Design execute_cc_flat, sky130hd; sources not shown.
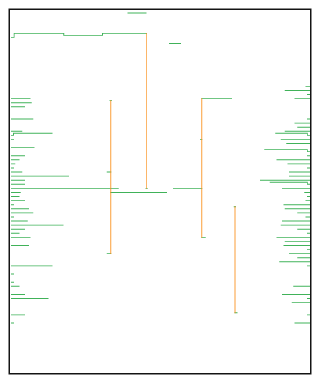
Fig. 1. Metal layers overlaid.
(3 px per um) Two of the layers only.
- orange: met4 (wire length 184 um)
- green: met3 (wire length 603 um)
average detailed-routed wire length per instance: 15.5 um
vias: 3066
All-Layer GR Usage: 17.6%
Routed WL: 10300 um

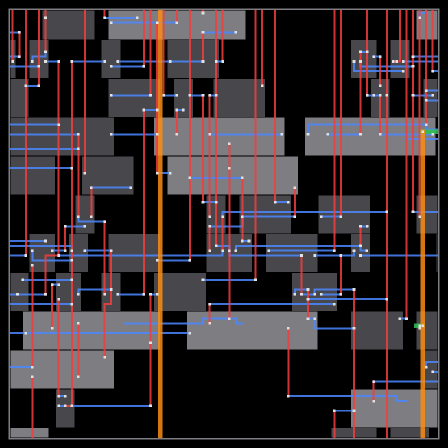
Fig. 2. Layout detail.
Region (35, 70) to (65, 100) um. Cells in grey, sequential cells in the stronger grey; small squares are vias.
- red: met2
- green: met3
- blue: met1
- orange: met4
- sequential cells in the window: 8
- most frequent: clkdlybuf4s50_1 (11), nor2_1 (6), dfrtp_1 (5)
- cells with their middle in the window: 40

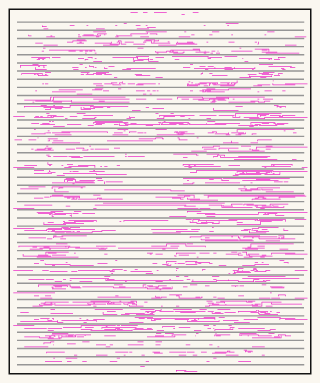
Fig. 3. Metal 1.
(3 px per um) Supply wires on this layer in grey.
- wire length on this layer: 4330 um
- nets with wire on the layer: 535
- main direction: horizontal
- share of all routed wire: 42%
- longest straight run: 40.5 um
met1 Use GR: 21.6%

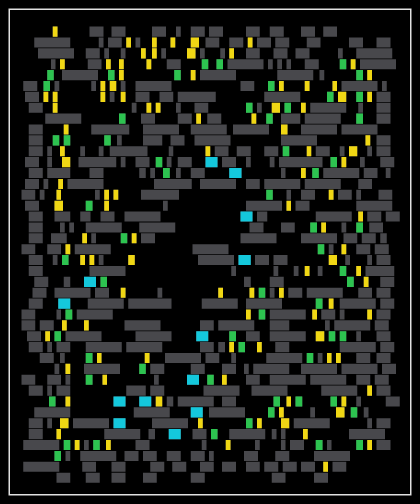
Fig. 4. Gate families picked out.
(4 px per um)
- cyan: AND-OR and OR-AND gates (cells 13; most used a22o_1)
- yellow: NAND gates (cells 106; most used nand2_1; where spread over the die)
- green: inverting AOI/OAI gates (cells 61; most used o21ai_0; where spread over the die)
multi-input gate share of total cell area: 18.7%
non-filler cells in the finished layout: 666
most frequent logic cell in the layout: sky130_fd_sc_hd__clkdlybuf4s50_1

==> run notes <==
Results of the run.

The cell count in the Yosys report is 368. The hold-critical path depth is 2. Setup repair after global routing left no endpoint under its margin. Of all cell types, the one taking the most synthesized area is sky130_fd_sc_hd__dfrtp_1. The count of library flops with an enable pin is 0.

The half-perimeter wire length of the detailed placement result is 7640 um. The number of gates resized after CTS was 0. The site row count is 42. By area the synthesized netlist is led by sky130_fd_sc_hd__dfrtp_1 (55%), sky130_fd_sc_hd__nand2_1 (10%), sky130_fd_sc_hd__o21ai_0 (8.3%), sky130_fd_sc_hd__inv_1 (7.6%), sky130_fd_sc_hd__dfstp_2 (4.9%). The maximum buffer depth of the clock tree is 2. The die span in x is 100 um. For this run, the script counts the antenna cells in the layout as 0. The total negative setup slack is 0 ns. For reference, full adder, half adder and majority cells occupy 0% of the area reported after synthesis. The floorplan die height is 121 um.

The clock network takes up 6.46% of total cell area after layout. The first routing iteration left 93 violations. The synthesized netlist devotes 12.9% of its cell area to compound gates.

Yosys reported a register bit count of 77. Yosys reports a chip area of 0.00324 mm^2. The sequential standard cell area is 0.00193 mm^2. The synthesized netlist handed to floorplanning was reported with a cell count of 368.

Nets still carrying antenna violations after routing amount to 0. The layout summary lists the proportion of cells stronger than drive strength 1 as 5.81%. The dominant non-sequential cell family after synthesis is simple AND/OR/NAND/NOR gates.

For reference, XOR and XNOR gates occupy 0% of the area reported after synthesis. Across all stage logs, warnings added up to 26. The remaining max-slew budget at the tightest pin is 41.4%. The reported leakage power is 0.00246 uW. The type recorded for the worst min-delay path is flip-flop to flip-flop. The total number of nets in the final design is 613. The via count of the first global-routing pass is 3293. The worst-case reg-to-reg path depth is 7. The commonest register cell is sky130_fd_sc_hd__dfrtp_1. The number of maximum-capacitance violations recorded for the run is 0. Summing all multiplexer cells gives an area fraction of 0%.

The count of buffers not belonging to the clock network in the layout is 164. The total number of cells along the worst setup path is 8. For flop-to-flop paths, the worst setup slack is 3.85 ns. The critical path capture point type is a primary output. Per the gpl log, the routability congestion estimate is 0.807. The pin closest to its max-slew limit shows a slew of 0.878 ns. Derived from the worst setup path, the maximum achievable clock frequency is 0.212 GHz. The largest stage delay on the critical path is 0.53 ns.

The share of the core area taken by cells at floorplan is 29.7%. The kind of cell adding the most delay to the critical path is buffers and inverters. Summing the areas of all and, or, nand and nor instances in the mapped netlist gives 17.7% of the synthesized area.

The clock buffer count is 13. For the worst-skew pair, the clock arrives at the later sink with an insertion delay of 0.33 ns. Global routing consumed, on the met2 layer, 30.2% of the routing resources.

In the routed layout, each cell is associated on average with a via count of 4.60. Per the layout area report, the combinational gate area comes to 998 um^2. Per the GRT log, the top usage layer is met2. The quantity of hold-fixing buffers added after cts is 0. The most common logic cells in the final layout are sky130_fd_sc_hd__clkdlybuf4s50_1 (161), sky130_fd_sc_hd__nand2_1 (90), sky130_fd_sc_hd__dfrtp_1 (71), sky130_fd_sc_hd__inv_1 (65), sky130_fd_sc_hd__o21ai_0 (54).

The largest cell class by area is registers. In this design, the critical path's most frequently occurring cell is sky130_fd_sc_hd__nand2_1. Post-route period utilization is reported as 90.8%. TritonCTS built the clock tree. For this run, the detailed router's first-pass iteration total came to 4. The remaining global-route overflow is 0. The most common cell in the synthesized netlist is sky130_fd_sc_hd__nand2_1. The non-clock inverters instantiated in the layout total 67.

met3 track demand over resource after global routing is 3.46%. The layout has 1273 filler cells. The initial antenna violation count came to 0.

The fraction of standard cell area that is sequential is 36.2%. The run finished with clean final reports. The number of H-tree branching levels is 3. The number of logic gates is 210. The area fraction of the dominant cell type after synthesis is 54.8%. STA puts the critical path data arrival time at 3.06 ns. The worst setup path is launched from a primary input. The final max-slew violation count recorded for this run is 0. The number of distinct library cells after synthesis is 19.

The worst supply voltage drop on vdd is 0.000162 V. The design has 77 sequential cells. The total setup violations reported at the end of the flow is 0.

Buffers placed on the I/O ports in this run total 161. The non-clock buffer share of cell area is 30.8%. The report lists the power per cell area as 303 mW/mm^2. The root buffer cell is sky130_fd_sc_hd__clkbuf_16. According to the I/O placement log, the pin count is 162. The CTS report gives the tree buffer count as 9.
## stage by stage
stage	util, %	instance area, um^2	hold WS (ns)	setup slack (ns)	total power [uW]
after floorplan	-	3240	0.388	1.53	756
after global placement	45.5	4980	0.356	0.517	920
after detailed placement	45.7	5000	0.372	0.474	927
after CTS	48.9	5340	0.386	0.472	1640
after global routing	48.9	5340	0.413	0.376	1680
final	48.9	5340	0.378	0.477	1620
## where the power goes
part	internal [uW]	total [uW]	leakage [uW]	switching, uW
combinational	141	254	0.00128	113
sequential	637	659	0.00100	21.2
clock	472	708	0.000172	236
## per-layer routing
layer / wire length [um] / vias up
met2: 5190 / 99
li1: - / 1480
met5: 0 / -
met3: 603 / 12
met1: 4330 / 1475
met4: 184 / 0
Power and IR drop assume default switching activity.
